[src/rtl/regfile_mp_pkg.sv]
// Shared defaults and port-slice helper for the multi-port register file.
// Latency: n/a. Backpressure: n/a.
`ifndef REGFILE_MP_PKG_SV
`define REGFILE_MP_PKG_SV

// Slice of port k out of a packed vector of w-bit fields.
`define RF_SLICE(k, w) (k)*(w) +: (w)

package regfile_mp_pkg;
  localparam int DEF_DATA_W = 32;
  localparam int DEF_ADDR_W = 5;
  localparam int ZERO_REG   = 0;
endpackage

`endif

[src/rtl/regfile_mp_if.sv]
// Read/write/issue bundle between the pipeline and the register file.
// Latency: n/a. Backpressure: none, every port is accepted every cycle.
interface regfile_mp_if #(
  parameter int DATA_W = 32,
  parameter int ADDR_W = 5,
  parameter int NUM_RD = 2,
  parameter int NUM_WR = 1
);
  logic [NUM_RD*ADDR_W-1:0] ra;
  logic [NUM_RD*DATA_W-1:0] rd;
  logic [NUM_RD-1:0]        rd_pend;
  logic [NUM_WR-1:0]        we;
  logic [NUM_WR*ADDR_W-1:0] wa;
  logic [NUM_WR*DATA_W-1:0] wd;
  logic                     iss_v;
  logic [ADDR_W-1:0]        iss_dst;

  modport master (output ra, we, wa, wd, iss_v, iss_dst, input rd, rd_pend);
  modport slave  (input ra, we, wa, wd, iss_v, iss_dst, output rd, rd_pend);
endinterface

[src/rtl/regfile_mp_scoreboard.sv]
// Pending-write bit per register; issue sets, writeback clears, issue wins on a tie.
// Latency: rd_pend combinational from ra. Backpressure: none.
module regfile_scoreboard
  import regfile_mp_pkg::*;
#(
  parameter int ADDR_W = DEF_ADDR_W,
  parameter int NUM_WR = 1,
  parameter int NUM_RD = 2,
  parameter int BYPASS = 1
) (
  input  logic                     clk,
  input  logic                     reset,
  input  logic [NUM_WR-1:0]        i_we,
  input  logic [NUM_WR*ADDR_W-1:0] i_wa,
  input  logic                     i_iss_v,
  input  logic [ADDR_W-1:0]        i_iss_dst,
  input  logic [NUM_RD*ADDR_W-1:0] i_ra,
  output logic [NUM_RD-1:0]        o_rd_pend
);
  localparam int DEPTH = 2**ADDR_W;

  logic [DEPTH-1:0] r_pend;
  logic [DEPTH-1:0] w_wr_hit;
  logic [DEPTH-1:0] w_set;

  always_comb begin
    w_wr_hit = '0;
    for (int j = 0; j < NUM_WR; j++) begin
      if (i_we[j] && i_wa[`RF_SLICE(j, ADDR_W)] != ADDR_W'(ZERO_REG))
        w_wr_hit[i_wa[`RF_SLICE(j, ADDR_W)]] = 1'b1;
    end
  end

  always_comb begin
    w_set = '0;
    if (i_iss_v && i_iss_dst != ADDR_W'(ZERO_REG))
      w_set[i_iss_dst] = 1'b1;
  end

  always_ff @(posedge clk) begin
    if (reset) r_pend <= '0;
    else       r_pend <= (r_pend & ~w_wr_hit) | w_set;
  end

  // A same-cycle bypassed write already satisfies the consumer.
  always_comb begin
    o_rd_pend = '0;
    for (int k = 0; k < NUM_RD; k++) begin
      if (i_ra[`RF_SLICE(k, ADDR_W)] != ADDR_W'(ZERO_REG))
        o_rd_pend[k] = r_pend[i_ra[`RF_SLICE(k, ADDR_W)]] &
                       ~((BYPASS != 0) && !reset && w_wr_hit[i_ra[`RF_SLICE(k, ADDR_W)]]);
    end
  end
endmodule

[src/rtl/regfile_mp.sv]
// Multi-port register file with optional write-to-read bypass and hazard scoreboard.
// Latency: reads combinational; writes visible next cycle (same cycle with bypass). Backpressure: none.
module regfile_mp
  import regfile_mp_pkg::*;
#(
  parameter int DATA_W = DEF_DATA_W,
  parameter int ADDR_W = DEF_ADDR_W,
  parameter int NUM_RD = 2,
  parameter int NUM_WR = 1,
  parameter int BYPASS = 1
) (
  input logic         clk,
  input logic         reset,
  regfile_mp_if.slave bus
);
  localparam int DEPTH = 2**ADDR_W;

  logic [DATA_W-1:0] r_mem [DEPTH];

  // Descending port order so port 0, issued last, wins a same-address conflict.
  always_ff @(posedge clk) begin
    if (reset) begin
      for (int i = 0; i < DEPTH; i++) r_mem[i] <= '0;
    end else begin
      for (int j = NUM_WR - 1; j >= 0; j--) begin
        if (bus.we[j] && bus.wa[`RF_SLICE(j, ADDR_W)] != ADDR_W'(ZERO_REG))
          r_mem[bus.wa[`RF_SLICE(j, ADDR_W)]] <= bus.wd[`RF_SLICE(j, DATA_W)];
      end
    end
  end

  always_comb begin
    bus.rd = '0;
    for (int k = 0; k < NUM_RD; k++) begin
      if (bus.ra[`RF_SLICE(k, ADDR_W)] != ADDR_W'(ZERO_REG)) begin
        bus.rd[`RF_SLICE(k, DATA_W)] = r_mem[bus.ra[`RF_SLICE(k, ADDR_W)]];
        if ((BYPASS != 0) && !reset) begin
          for (int j = NUM_WR - 1; j >= 0; j--) begin
            if (bus.we[j] && bus.wa[`RF_SLICE(j, ADDR_W)] == bus.ra[`RF_SLICE(k, ADDR_W)])
              bus.rd[`RF_SLICE(k, DATA_W)] = bus.wd[`RF_SLICE(j, DATA_W)];
          end
        end
      end
    end
  end

  regfile_scoreboard #(
    .ADDR_W (ADDR_W),
    .NUM_WR (NUM_WR),
    .NUM_RD (NUM_RD),
    .BYPASS (BYPASS)
  ) u_sb (
    .clk       (clk),
    .reset     (reset),
    .i_we      (bus.we),
    .i_wa      (bus.wa),
    .i_iss_v   (bus.iss_v),
    .i_iss_dst (bus.iss_dst),
    .i_ra      (bus.ra),
    .o_rd_pend (bus.rd_pend)
  );
endmodule
[src/flat_wrapper.sv]
// flat-port wrapper written by rule: the top's interface ports become plain ports
module regfile_mp_flat import regfile_mp_pkg::*;
#(
  parameter int DATA_W = DEF_DATA_W,
  parameter int ADDR_W = DEF_ADDR_W,
  parameter int NUM_RD = 2,
  parameter int NUM_WR = 1,
  parameter int BYPASS = 1
)
  (clk, reset, bus_ra, bus_we, bus_wa, bus_wd, bus_iss_v, bus_iss_dst, bus_rd, bus_rd_pend);
  regfile_mp_if #(.DATA_W(DATA_W), .ADDR_W(ADDR_W), .NUM_RD(NUM_RD), .NUM_WR(NUM_WR)) bus_i ();
  input logic clk;
  input logic reset;
  input wire logic [$bits(bus_i.ra)-1:0] bus_ra;
  input wire logic [$bits(bus_i.we)-1:0] bus_we;
  input wire logic [$bits(bus_i.wa)-1:0] bus_wa;
  input wire logic [$bits(bus_i.wd)-1:0] bus_wd;
  input wire logic [$bits(bus_i.iss_v)-1:0] bus_iss_v;
  input wire logic [$bits(bus_i.iss_dst)-1:0] bus_iss_dst;
  output wire logic [$bits(bus_i.rd)-1:0] bus_rd;
  output wire logic [$bits(bus_i.rd_pend)-1:0] bus_rd_pend;
  assign bus_i.ra = bus_ra;
  assign bus_i.we = bus_we;
  assign bus_i.wa = bus_wa;
  assign bus_i.wd = bus_wd;
  assign bus_i.iss_v = bus_iss_v;
  assign bus_i.iss_dst = bus_iss_dst;
  assign bus_rd = bus_i.rd;
  assign bus_rd_pend = bus_i.rd_pend;
  regfile_mp #(.DATA_W(DATA_W), .ADDR_W(ADDR_W), .NUM_RD(NUM_RD), .NUM_WR(NUM_WR), .BYPASS(BYPASS)) u_core (.clk(clk), .reset(reset), .bus(bus_i));
endmodule
[config.mk]
export PLATFORM = sky130hd
export DESIGN_NAME = regfile_mp_flat
export DESIGN_NICKNAME = d
export VERILOG_FILES = /design/src/rtl/regfile_mp_pkg.sv /design/src/rtl/regfile_mp_if.sv /design/src/rtl/regfile_mp_scoreboard.sv /design/src/rtl/regfile_mp.sv /design/src/flat_wrapper.sv
export SDC_FILE = /design/constraint.sdc
export NUM_CORES = 2
export LEC_CHECK = 0
export CAP_MARGIN = 20
export CORE_UTILIZATION = 30
export CTS_BUF_LIST = sky130_fd_sc_hd__clkbuf_4 sky130_fd_sc_hd__clkbuf_8
export CTS_CLUSTER_DIAMETER = 50
export DETAILED_ROUTE_END_ITERATION = 16
export PLACE_DENSITY = 0.55
export REMOVE_ABC_BUFFERS = 1
export SKIP_LAST_GASP = 1
export SYNTH_ARGS = -nofsm -noshare
export SYNTH_HDL_FRONTEND = slang
export SYNTH_SLANG_ARGS = --single-unit
[constraint.sdc]
create_clock -name clk -period 4.5 [get_ports clk]
set_input_delay 0.9 -clock clk [delete_from_list [all_inputs] [get_ports clk]]
set_output_delay 0.9 -clock clk [all_outputs]
set_load 0.01 [all_outputs]
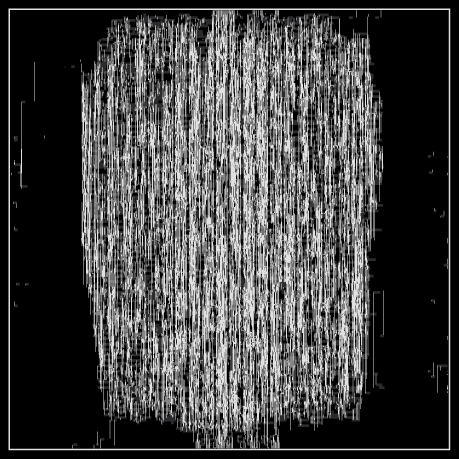
*M2 wires*
(1 px per um)
wire length on this layer: 110 mm
longest straight run: 130 um
nets with wire on the layer: 3,682
share of all routed wire: 49%
main direction: vertical
total vias in the final route: 39,120
M2 GR Usage: 0.3878

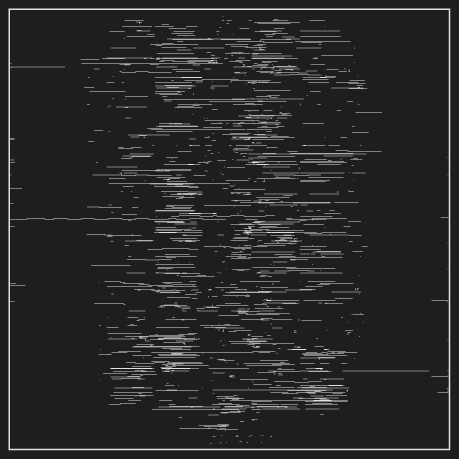
*Met3 routing*
(1 px per um)
nets with wire on the layer: 490
main direction: horizontal
wire length on this layer: 17,400 um
share of all routed wire: 7.8%
drt total wl: 222,500 um
GR met3 Demand/Resource: 0.03504

==> impl_metrics.ini <==
; flow metrics
[synth]
enable_flop_cells = 1024
postSynthAreaPerCell_sq_um = 14.33
synth.area.top_cells = edfxtp_1 54%, mux4_2 18%, and2_1 11%
synth.top_cells.by_count = 1,024 x edfxtp_1, 997 x and2_1, 451 x mux4_2
synthArstFlopShare = 0
synth_stat.cells = 3993
yosys.stat.chipArea_sq_mm = 0.05723
netlist-cell-type-count = 58
synthDominantAreaCellType = edfxtp_1
post-synth-top-area-fraction = 0.5373
synth_dominant_cell_count = edfxtp_1
yosys_register_bits = 1056
postSynthCellCount = 3993
sequential_cell_area_fraction_in_the_yosys_report = 0.5485
ff_type = edfxtp_1
ys_warn_count = 0
mapped_cell_area_sq_mm = 0.05723

[hold_path]
worstHoldPathCells = 2
hold_class = flip-flop to flip-flop

[critical_path]
critPathMaxFanout = 12
critical_path_arrival_ns = 3.61
worst_r2r_endpoint = u_core.u_sb.r_pend[6]
max_stage_delay_ns = 0.56
worst_path_required_ns = 3.60
startpoint = bus_ra[0]
critical_path.slowest_cell = mux4_2
worstRegToRegCells = 2
rrSetupSlack_ns = 3.81
critical_path.endpoint = bus_rd[19]
r2r-start = u_core.u_sb.r_pend[6]
critPathTopFamily = multiplexers
worstSetupEndpointType = output pin
dominant_cell_type_by_count_on_the_critical_path = mux4_2
timing.critical_path.cells = buf_16 > bufbuf_16 > mux4_2 > mux4_2 > nor2b_1 > a211o_1 > clkdlybuf4s50_1
crit_buf_inv = 3
timing_worst_setup_path_type = input port to output pin
critical_path_depth = 7
worstSetupStartpointType = input port

[routing]
met2WireLength_um = 109600
top_signal_layer_used = met4
wirelength_met1_um = 83250
drt.antenna.violating_nets = 0
met3_length_um = 17370
route.detailed.drc = 0
vias_per_cell = 5.579
drt_first_iter_violations = 4381
first_pass_iters = 5
wire_per_inst_um = 31.73

[floorplanning]
die_area_sq_mm = 0.1925
std_cell_rows = 159
die_width_um = 438.8
num_io_pins = 122
core_sq_mm = 0.1886
die_h_um = 438.8
floorplanUtilization = 0.3035

[placement]
dp_worst_setup_slack_ns = -0.6785
routabilityCongestion = 0.8780
port_buffers = 121
place.detailed.hpwl_um = 142100

[clock_tree]
tritoncts.num_buffers = 176
worst_skew_pair.late_latency_ns = 0.92
clock_tree.buffer_depth = 3
post_cts_setup_buffers = 6
clk_root_buffer_cell = clkbuf_8
cts_resized = 66
clkSlewWorstSetupHoldPaths_ns = 0.06
cts_tree = done
cts_max_level = 4
cts_hold_repair.buffers = 0
clkSinkCount = 1056

[final_timing]
rsz0062_at_grt = yes
min_period_over_period = 1.001
fmax_ghz = 0.2219
setup_violations = 2
timing_hold_violations_final = 0
clock-skew-final_ns = 0
min_period_ns = 4.507
fin_ws_ns = -0.006581
worst_pin_slew_ns = 0.9682
slew_viol_final = 0
timing.slew.headroom = 0.3545

[grt]
grt_pass1_vias = 39220
gr-total-overflow = 0
grt_max_degree = 43
grt_antenna_before_repair = 11
grt_pass1_wl_um = 308700

[final_layout]
design.final.nets = 4421
layout-drive-gt1-share = 0.2964
fillCellCount = 17940
area_delta_synth_final_pct = 20.92

[power_and_ir_drop]
power_density_mw_per_mm2 = 350.9
max-vdd-ir-drop_uv = 223.2
power.static_leakage_nw = 24.56

[outcome]
failed_checks = negative setup slack
outcome = finished, violations left

[flow_run]
warnings = 28
drv_cap = 0
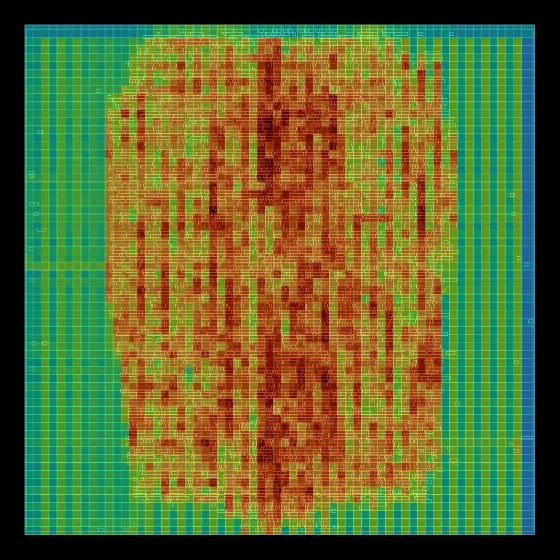
*Routing congestion*
met1 routing resource usage after global routing: 0.2814
global router's overall resource usage: 0.2287
fin util: 0.3669
busiest metal layer after global routing: met2

worst min-delay path by stage:
stage | start | endpoint | slack (ns)
final | u_core.u_sb.r_pend[12] | u_core.u_sb.r_pend[12] | 0.49
after global routing | u_core.u_sb.r_pend[15] | u_core.u_sb.r_pend[15] | 0.50
after CTS | u_core.u_sb.r_pend[12] | u_core.u_sb.r_pend[12] | 0.48
after detailed placement | u_core.u_sb.r_pend[23] | u_core.u_sb.r_pend[23] | 0.48
after global placement | u_core.u_sb.r_pend[5] | u_core.u_sb.r_pend[5] | 0.47
after floorplan | u_core.u_sb.r_pend[0] | u_core.u_sb.r_pend[0] | 0.45
kinds of logic after synthesis:
family | after synthesis | synth area share
flip-flops | 1056 | 0.5485
XOR/XNOR | 10 | 0.001530
AND-OR/OR-AND | 434 | 0.05638
multiplexers | 678 | 0.2172
AND/OR/NAND/NOR | 1357 | 0.1411
buffers and inverters | 457 | 0.03524
other | 1 | 0.00006552
layout by cell type, fill, tap and decap left out, drive strengths merged, types with 10 or more instances in the layout:
| master | netlist | routed |
|---|---|---|
| edfxtp | 1024 | 1024 |
| and2 | 998 | 998 |
| buf | 109 | 471 |
| mux4 | 451 | 451 |
| clkbuf | 313 | 234 |
| mux2i | 227 | 227 |
| nand2 | 95 | 95 |
| clkdlybuf4s50 | 0 | 92 |
| a22oi | 83 | 83 |
| a221oi | 77 | 77 |
| clkinv | 1 | 74 |
| nor3 | 61 | 61 |
| nor2 | 59 | 59 |
| o21ai | 52 | 52 |
| nor2b | 38 | 38 |
| a21oi | 37 | 37 |
| a211o | 36 | 36 |
| inv | 34 | 35 |
| conb | 1 | 32 |
| dfxtp | 32 | 32 |
| a211oi | 31 | 31 |
| nor3b | 29 | 29 |
| a21o | 29 | 29 |
| nand2b | 24 | 24 |
| o22ai | 23 | 23 |
| a221o | 20 | 20 |
| a31oi | 13 | 13 |
| and3 | 12 | 12 |
| dlygate4sd2 | 0 | 11 |
| bufinv | 0 | 10 |
| xnor2 | 10 | 10 |
cell type report:
class / count / area [sq um] / share of cell area
well taps: 2495 / 3122 / 0.04511
diodes: 9 / 22.52 / 0.0003255
inverters: 35 / 131.4 / 0.001898
flip-flops and latches: 1056 / 31390 / 0.4536
repair buffers: 585 / 6354 / 0.09181
multi-input cells: 2511 / 24640 / 0.3561
clock inverters: 88 / 649.4 / 0.009384
clock buffers: 233 / 2888 / 0.04173
power by group:
group	total, mW	leakage (nW)	internal, mW	switching, mW
Clock	8.88	1.87	4.74	4.14
Combinational	3.81	12.7	1.70	2.11
Sequential	11.6	10.0	11.3	0.267
flip-flops by register name, indices dropped and copies added, names as in the netlist:
name	count
u_core.r_mem	1024
u_core.u_sb.r_pend	32
worst min-delay path: stages (launching register included):
cell,delay (ns)
dfxtp_1,0.32
inv_1,0.05
o22ai_1,0.07
metrics by stage:
stage	area [sq um]	power, mW	TNS, ns	hold WS (ns)	instances
floorplan	55460	13.23	0	0.4509	3602
global placement	65110	15.46	-17.69	0.4678	6674
detailed placement	65110	15.50	-17.12	0.4768	6674
CTS	69030	24.33	-0.007448	0.4817	7002
global route	69190	24.94	-0.01174	0.5002	7006
finish	69200	24.29	-0.007365	0.4855	7012
No activity file was given, so power comes from the tool's default toggle rates.
